==> config.mk <==
export PLATFORM = sky130hd
export DESIGN_NAME = spi_master_core
export DESIGN_NICKNAME = d
export VERILOG_FILES = /design/src/rtl/spi_master_core.sv
export SDC_FILE = /design/constraint.sdc
export NUM_CORES = 1
export LEC_CHECK = 0
export CAP_MARGIN = 20
export CORE_ASPECT_RATIO = 1.4
export CORE_MARGIN = 4
export CORE_UTILIZATION = 30
export DETAILED_ROUTE_END_ITERATION = 7
export GPL_TIMING_DRIVEN = 0
export SLEW_MARGIN = 20
export SYNTH_ARGS = -nofsm -noshare
export SYNTH_HDL_FRONTEND = slang
export SYNTH_SLANG_ARGS = --single-unit
==> constraint.sdc <==
create_clock -name clk -period 1.75 [get_ports clk]
set_clock_uncertainty 0.2 [all_clocks]
set_input_delay 0.35 -clock clk [delete_from_list [all_inputs] [get_ports clk]]
set_output_delay 0.35 -clock clk [all_outputs]
set_load 0.005 [all_outputs]
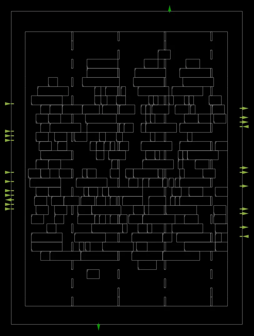
(run_1/placed.png)
count of non-filler cells in the finished layout: 236
Core Box Area: 4920 um^2
Core Rows: 30
total number of tap cells: 64
post-layout utilization of the core: 44.0%

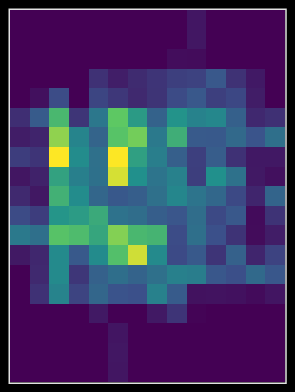
(run_1/route_heat.png)
Drawn at 4 px/um. The die is cut into 14 by 19 equal tiles; dark purple is low, yellow is high, scaled to the fullest tile. Values are wire area over tile area, all layers added.
The fullest tile reaches 0.41. 37% of the tiles are nearly empty. 9.4% of the tiles are over half the peak. The emptiest ninth of the die: south-east. The densest ninth of the die: center.
overall routing resource usage: 11.4%
total number of vias: 1140
total wire length after detailed routing: 3220 um
Wirelength per Cell: 13.7 um

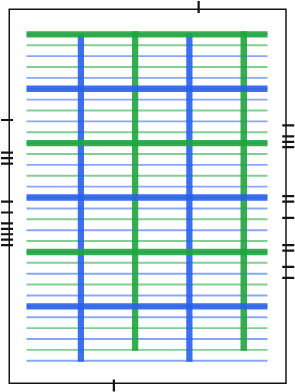
(run_1/floorplan.png)
Drawn at 4 px/um. Pins as bars on the die edge.
Key: green = VDD; blue = VSS
31 met1 rails follow the rows. 24 signal pins sit on the boundary.
overall die height: 93.1 um
Worst VDD drop: 0.621 mV
die x size: 68.8 um

==> flow.log <==
[metrics] run summary
[metrics] number of synthesized flops with an enable pin: 0
[metrics] Final GP Congestion: 0.747
[metrics] crit path buf inv count: 1
[metrics] FF+latch count, synth: 36
[metrics] share of the core filled by cells before placement: roughly a third
[metrics] final-layout setup total negative slack: 0 ns
[metrics] Floorplan Nets: ~150
[metrics] areal power density over the cells: between 1500 and 2000 nW/um^2
[metrics] worst endpoint required time: roughly 1.2 ns
[metrics] dominant cells by area after synthesis: sky130_fd_sc_hd__dfrtp_1, sky130_fd_sc_hd__nand2_1, sky130_fd_sc_hd__mux2_2
[metrics] TritonCTS clock tree: yes
[metrics] crit path max-delay cell type: sky130_fd_sc_hd__clkdlybuf4s50_1
[metrics] DRC: 0
[metrics] remaining global-route overflow: 0
[metrics] clock-pin slew of the registers on the worst-case setup and hold paths: approximately 0.070 ns
[metrics] number of fill cells: 468
[metrics] # setup viols final: 0
[metrics] largest fanout of any net on the critical path: 2
[metrics] final period utilization: a little over nine tenths
[metrics] highest cell delay on the worst timing path: about 0.5 ns
[metrics] number of slew-limit violations in the final report: 0
[metrics] reg2reg setup slack: between 0.05 and 0.06 ns
[metrics] post-synth top area cell: sky130_fd_sc_hd__dfrtp_1
[metrics] number of diodes added for antenna fixing: 0
[metrics] HPWL after detailed placement: 2280 um
[metrics] final count of hold timing violations: 0
[metrics] detailed router's first-iteration violation count: 62
[metrics] r2r worst-path depth: 5
[metrics] detailed-route vias per instance: 4.83
[metrics] standard cell area after detailed placement: ~1900 um^2
[metrics] wire length of the first global-routing pass: roughly 5500 um
[metrics] num ports: 24
[metrics] Final Power: 3.43 mW
[metrics] fraction of registers with async set/reset: 100%
[metrics] antenna violation net count after detailed routing: 0
[metrics] top area contributor share: 58.0%
[metrics] Top Family by Delay on Critical Path: buffers and inverters
[metrics] largest net degree at the start of global routing: 20
[metrics] number of search-and-repair iterations in the first detailed-routing pass: 4
[metrics] Critical Path Start Type: flop
[metrics] final instance area: 2160 um^2
[metrics] Max Clock Freq: about 590 MHz
[metrics] CTS sink count: 36
[metrics] post-synthesis average cell area: ~12 um^2
[metrics] clk buf depth: 2
[metrics] combined flip-flop and latch cell area: roughly 900 um^2
[metrics] Synth-to-Final Area Change: 39.4%
[metrics] CTS Buf Count: 5
[metrics] critical path arrival: 1.14 ns
[metrics] Synth top cell by count: sky130_fd_sc_hd__dfrtp_1
[metrics] clock period minus worst slack: around 1.7 ns
[metrics] post-synthesis cell count: roughly 130
[metrics] Total Die Area: approximately 6400 um^2
[metrics] Log Warnings: 28
[metrics] result of the run: completed
[metrics] cell total in the yosys stat output: ~130
[metrics] area of the multi-input gates: ~660 um^2
[metrics] DP Worst Slack: -0.219 ns
[metrics] Worst Path Class, Setup: reg2out
[metrics] clock root buffer master: sky130_fd_sc_hd__clkbuf_8
[metrics] logic depth of the worst path, buffers included: 1
[metrics] Cell Type Count: 29
[metrics] count of input and output buffers: 23
[metrics] dominant register cell in the synthesized netlist: sky130_fd_sc_hd__dfrtp_1
[metrics] hold depth: 2
[metrics] fraction of final layout cells with drive strength greater than 1: 21.5%
[metrics] warning count from the yosys run: 0
[metrics] top cells by count: sky130_fd_sc_hd__dfrtp_1, sky130_fd_sc_hd__nand2_1, sky130_fd_sc_hd__mux2_2, sky130_fd_sc_hd__o21a_1, sky130_fd_sc_hd__o32a_1
[metrics] relative slew slack: between 60% and 70%
[metrics] CP Capture Type: primary output
[metrics] Placed Instances: 222
[metrics] via count of the first global-routing pass: 1210
[metrics] maximum capacitance violations: 0
[metrics] synthesized cell area: approximately 1600 um^2
[metrics] RSZ-0062 raised after global routing: yes
[metrics] sequential cell area fraction in the yosys report: between 50% and 60%
[metrics] worst hold path class: reg2reg
[metrics] transition at the pin with the smallest max-transition slack: around 0.59 ns
[metrics] yosys stat area: roughly 1600 um^2
[metrics] worst hold margin: between 0.2 and 0.3 ns
[metrics] Latency at later pin: roughly 0.28 ns
[metrics] critical path cell sequence: clkdlybuf4s50_1
[metrics] leakage component of the power: approximately 0.98 nW
[metrics] post-route setup slack: 0.0581 ns
[metrics] count of nets after finishing: between 150 and 200
[metrics] H-Tree Depth: 2
[metrics] antenna violations before repair: 0
==> run 1: what timing repair did <==
action | in CTS | in global routing
hold buffers | 1 | 0
buffers inserted | 4 | 1
cloned | 0 | 1
hold endpoints to repair | 18 | 0
endpoints found under the setup margin | 12 | 17
resized | 7 | 5
==> run 1: metal layers <==
metal	share of wire, %	GRT usage [%]
met5	0	0
met4	1.4	3.41
met3	5.9	3.85
met2	50	18.9
met1	42	13.6
==> run 1: logic make-up (layout without fill, tap and decap cells) <==
group | after synthesis | count (layout) | synth area share (%)
buffers and inverters | 9 | 46 | 3.06
adder cells (fa/ha/maj) | 3 | 3 | 2.42
flip-flops | 36 | 36 | 58.0
AND/OR/NAND/NOR | 48 | 49 | 15.6
XOR/XNOR | 1 | 1 | 0.564
AND-OR/OR-AND | 29 | 29 | 14.5
multiplexers | 8 | 8 | 5.80
==> run 1: layout by cell type (no fill, tap or decap), drive strengths merged, types with 2 or more instances in the layout <==
cell type,count
nand3,3
clkbuf,5
o21ai,5
or3,2
mux2,8
o31ai,2
o21a,8
a21oi,2
bufinv,3
and3b,2
ha,3
inv,3
clkdlybuf4s50,21
nor2b,2
buf,12
nand2,31
o32a,8
dfrtp,36
o211ai,3
==> run 1: final cells by class <==
| cell class | instances | area share (%) |
|---|---|---|
| Sequential cell | 36 | 41.7 |
| Multi-Input combinational cell | 90 | 30.3 |
| Timing Repair Buffer | 30 | 14.6 |
| Clock inverter | 3 | 4.16 |
| Tap cell | 64 | 3.70 |
| Clock buffer | 5 | 3.18 |
| Buffer | 5 | 1.85 |
| Inverter | 3 | 0.520 |
==> run 1: report_power, final <==
| part | internal, mW | switching [mW] | total [mW] |
|---|---|---|---|
| Combinational | 0.593 | 0.527 | 1.12 |
| Sequential | 1.11 | 0.202 | 1.32 |
| Clock | 0.713 | 0.286 | 0.998 |
Power is estimated from default activity; no workload was simulated.
